### M1 wires

(3 px per um) Supply wires on this layer in gray.
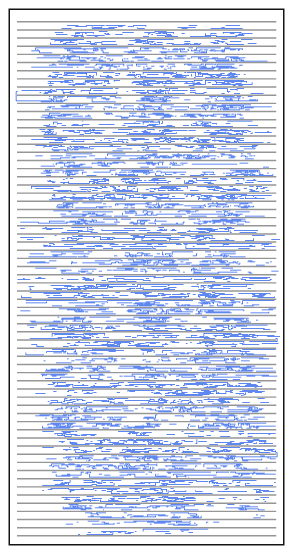
### M2 wires

(2 px per um) Cells faint in the background.
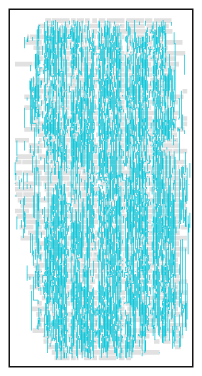
### config.mk
export PLATFORM = sky130hd
export DESIGN_NAME = input_conditioner
export DESIGN_NICKNAME = d
export VERILOG_FILES = /design/src/rtl/input_conditioner.sv
export SDC_FILE = /design/constraint.sdc
export NUM_CORES = 1
export LEC_CHECK = 0
export CORE_AREA = 2 2 89 176
export CTS_BUF_LIST = sky130_fd_sc_hd__clkbuf_4
export DETAILED_ROUTE_END_ITERATION = 8
export DIE_AREA = 0 0 91 178
export PLACE_DENSITY = 0.75
export RECOVER_POWER = 25
export SETUP_SLACK_MARGIN = 0.2
export SYNTH_ARGS = -nofsm -noshare
export SYNTH_HDL_FRONTEND = slang
export SYNTH_SLANG_ARGS = --single-unit
### constraint.sdc
create_clock -name clock -period 1.7 [get_ports clock]
set_input_delay 0.255 -clock clock [delete_from_list [all_inputs] [get_ports clock]]
set_output_delay 0.255 -clock clock [all_outputs]
set_load 0.1 [all_outputs]
### src/rtl/input_conditioner.sv
// input_conditioner
//   Board-level front end between the raw pins and the game/display logic.
//   Generates a power-on reset pulse, synchronises and debounces N raw
//   button/switch levels, produces one-cycle rising-edge pulses and the
//   combined system reset.
//
// Ports
//   clock      system clock (65 MHz pixel clock)
//   reset      asynchronous active-low reset
//   noisy      raw asynchronous button/switch levels, N bits
//   clean      debounced levels, N bits
//   rise       one-cycle pulse when the matching clean bit goes 0->1, N bits
//   por_out    power-on reset, high for POR_CYCLES clocks after reset release
//   sys_reset  por_out | clean[RESET_CH]
module input_conditioner #(
   parameter int unsigned N          = 6,
   parameter int unsigned DELAY      = 650000,
   parameter int unsigned POR_CYCLES = 16,
   parameter int unsigned RESET_CH   = 0
) (
   input  logic         clock,
   input  logic         reset,
   input  logic [N-1:0] noisy,
   output logic [N-1:0] clean,
   output logic [N-1:0] rise,
   output logic         por_out,
   output logic         sys_reset
);

   localparam int unsigned CW     = (DELAY > 0) ? $clog2(DELAY + 1) : 1;
   localparam int unsigned POR_TAP = POR_CYCLES - 1;
   localparam logic [CW-1:0] DELAY_COUNT = CW'(DELAY);

   logic [15:0]   por_sr;
   logic [N-1:0]  sync_a;
   logic [N-1:0]  sync_b;
   logic [N-1:0]  new_lvl;
   logic [N-1:0]  prev;
   logic [CW-1:0] count [N];

   // Power-on reset: preset to ones, zeros shift in from the bottom, so the
   // chosen tap falls exactly POR_CYCLES edges after release.
   always_ff @(posedge clock or negedge reset) begin
      if (!reset) begin
         por_sr <= '1;
      end else begin
         por_sr <= {por_sr[14:0], 1'b0};
      end
   end

   assign por_out = por_sr[POR_TAP];

   // Two-flop synchroniser on every raw input.
   always_ff @(posedge clock or negedge reset) begin
      if (!reset) begin
         sync_a <= '0;
         sync_b <= '0;
      end else begin
         sync_a <= noisy;
         sync_b <= sync_a;
      end
   end

   // Debounce: a level is accepted once the synchronised input has matched
   // new_lvl for DELAY further cycles. During power-on reset the clean level
   // simply tracks the synchroniser so there is no step when POR ends.
   always_ff @(posedge clock or negedge reset) begin
      if (!reset) begin
         new_lvl <= '0;
         clean   <= '0;
         prev    <= '0;
         for (int i = 0; i < int'(N); i++) begin
            count[i] <= '0;
         end
      end else begin
         prev <= clean;
         for (int i = 0; i < int'(N); i++) begin
            if (por_out) begin
               new_lvl[i] <= sync_b[i];
               clean[i]   <= sync_b[i];
               count[i]   <= '0;
            end else if (sync_b[i] != new_lvl[i]) begin
               new_lvl[i] <= sync_b[i];
               count[i]   <= '0;
            end else if (count[i] == DELAY_COUNT) begin
               // Counter holds at DELAY; clean keeps reloading the same level.
               clean[i] <= new_lvl[i];
            end else begin
               count[i] <= count[i] + 1'b1;
            end
         end
      end
   end

   // Edge pulses are masked during POR so power-on levels never pulse.
   assign rise      = clean & ~prev & {N{~por_out}};
   assign sys_reset = por_out | clean[RESET_CH];

endmodule

==> results.sh <==
# yosys + openroad results
export IMPL_critPathRequiredTime_ps=2260
export IMPL_yosysCellCount=820
export IMPL_setup_violations=57
export IMPL_hold_path_class="in2reg"
export IMPL_path_class="reg2reg"
export IMPL_cts_buffers=17
export IMPL_violations="negative setup slack"
export IMPL_tritoncts="built"
export IMPL_crit_arrival_ps=2590
export IMPL_hold_viol_final=0
export IMPL_slowest_delay_ps=590
export IMPL_fp_coreArea_mm2=0.01482
export IMPL_final_common_cell="buf_4"
export IMPL_synth_area_top_cells="dfrtp_1, dfstp_2, a21oi_1, nand3_1, xnor2_1"
export IMPL_buffer_area_share_pct=18.40
export IMPL_async_flop_share_pct=100.0
export IMPL_cts_sinks=166
export IMPL_maxCapViolCount=0
export IMPL_relSlewSlack_pct=7.830
export IMPL_largest_reg_flops=120
export IMPL_rows=63
export IMPL_critPathMaxFanout=3
export IMPL_powerDensity_mw_per_mm2=643.6
export IMPL_synth_adder_area_share_pct=1.872
export IMPL_regToRegSetupSlack_ps=-330
export IMPL_wl_met1_um=9241
export IMPL_grt_pass1_wl_um=37320
export IMPL_r2r_cells=4
export IMPL_skew_ps=42.35
export IMPL_use_met3_pct=4.689
export IMPL_fin_cells=1240
export IMPL_simple_gate_area_share_pct=25.71
export IMPL_seq_cell_power_w=0.00418
export IMPL_synthCells=820
export IMPL_worst_pin_slew_ps=1383
export IMPL_crit_buf_inv=0
export IMPL_start_kind="register"
export IMPL_mux_area_share_pct=0.6397
export IMPL_power_frac_seq_pct=54.2
export IMPL_fin_hold_ws_ps=181.4
export IMPL_stdcell_area_mm2=0.01197
export IMPL_end_kind="register"
export IMPL_yosysMostFrequentCell="dfrtp_1"
export IMPL_clkbuf_count=18
export IMPL_final_util_pct=80.76
export IMPL_dpl_hpwl_um=13510
export IMPL_intPower_w=0.005305
export IMPL_antenna_found_initial=1
export IMPL_dr_pass1_iters=6
export IMPL_clkPwrFrac_pct=31.9
export IMPL_die_h_um=178
export IMPL_leakage_nw=4.884
export IMPL_placed_area_mm2=0.009409
export IMPL_crit_start="count[23]"
export IMPL_grt_overflow=0
export IMPL_dp_cells=1091
export IMPL_die_x_um=91
export IMPL_design_power_total_w=0.007703
export IMPL_htree_num_levels=4
export IMPL_edf_count=0
export IMPL_r2r_start="count[23]"
export IMPL_setup_slack_ps=-328.6
export IMPL_drive_gt1_share_pct=49.81
export IMPL_worstHoldStart="noisy[1]"
export IMPL_dpl_worst_slack_ps=-123.8
export IMPL_cp_num_cells=4
export IMPL_wire_per_inst_um=22.43
export IMPL_synth_nets=840
export IMPL_fillCellCount=756
export IMPL_synth_distinct_cells=49
export IMPL_ant_nets=0
export IMPL_drt_initial_drc_count=754
export IMPL_grt_met2_usage_pct=53.80
export IMPL_inverters=36
export IMPL_via_per_inst=6.531
export IMPL_yosysChipArea_mm2=0.008019
export IMPL_hold_path_cell_count=1
export IMPL_finalSetupTns_ps=-6967
export IMPL_endpoint="count[32]"
export IMPL_clock_fmax_ghz=0.4929
export IMPL_outcome="finished, violations left"
export IMPL_top_area_cell_class="multi-input combinational cells"
export IMPL_drv_slew=0
export IMPL_postCtsSetupBuffers=66
export IMPL_ys_seq_share_pct=52.05
export IMPL_num_io_pins=22
export IMPL_r2r_end="count[32]"
export IMPL_comb_power_share_pct=13.8
export IMPL_largest_register="count"
export IMPL_area_delta_synth_final_pct=49.24
export IMPL_logic_gates=586
export IMPL_antenna_diode_count=1
export IMPL_drc=0
export IMPL_gp_congestion=0.9192
export IMPL_grt_pass1_vias=7865
export IMPL_peakVddDrop_v=0.0006335
export IMPL_grt_total_usage_pct=28.50
export IMPL_p_comb_w=0.00107
export IMPL_buffers=224
export IMPL_ys_warn_count=0
export IMPL_grtUsageMet1_pct=30.13
export IMPL_flop_cell="dfrtp_1"
export IMPL_xor_area_share_pct=6.116
Back to the opening pictures, 'M1 wires':
share of all routed wire: 33%
main direction: horizontal

Back to the opening pictures, 'M2 wires':
main direction: vertical
wire length on this layer: 14900 um

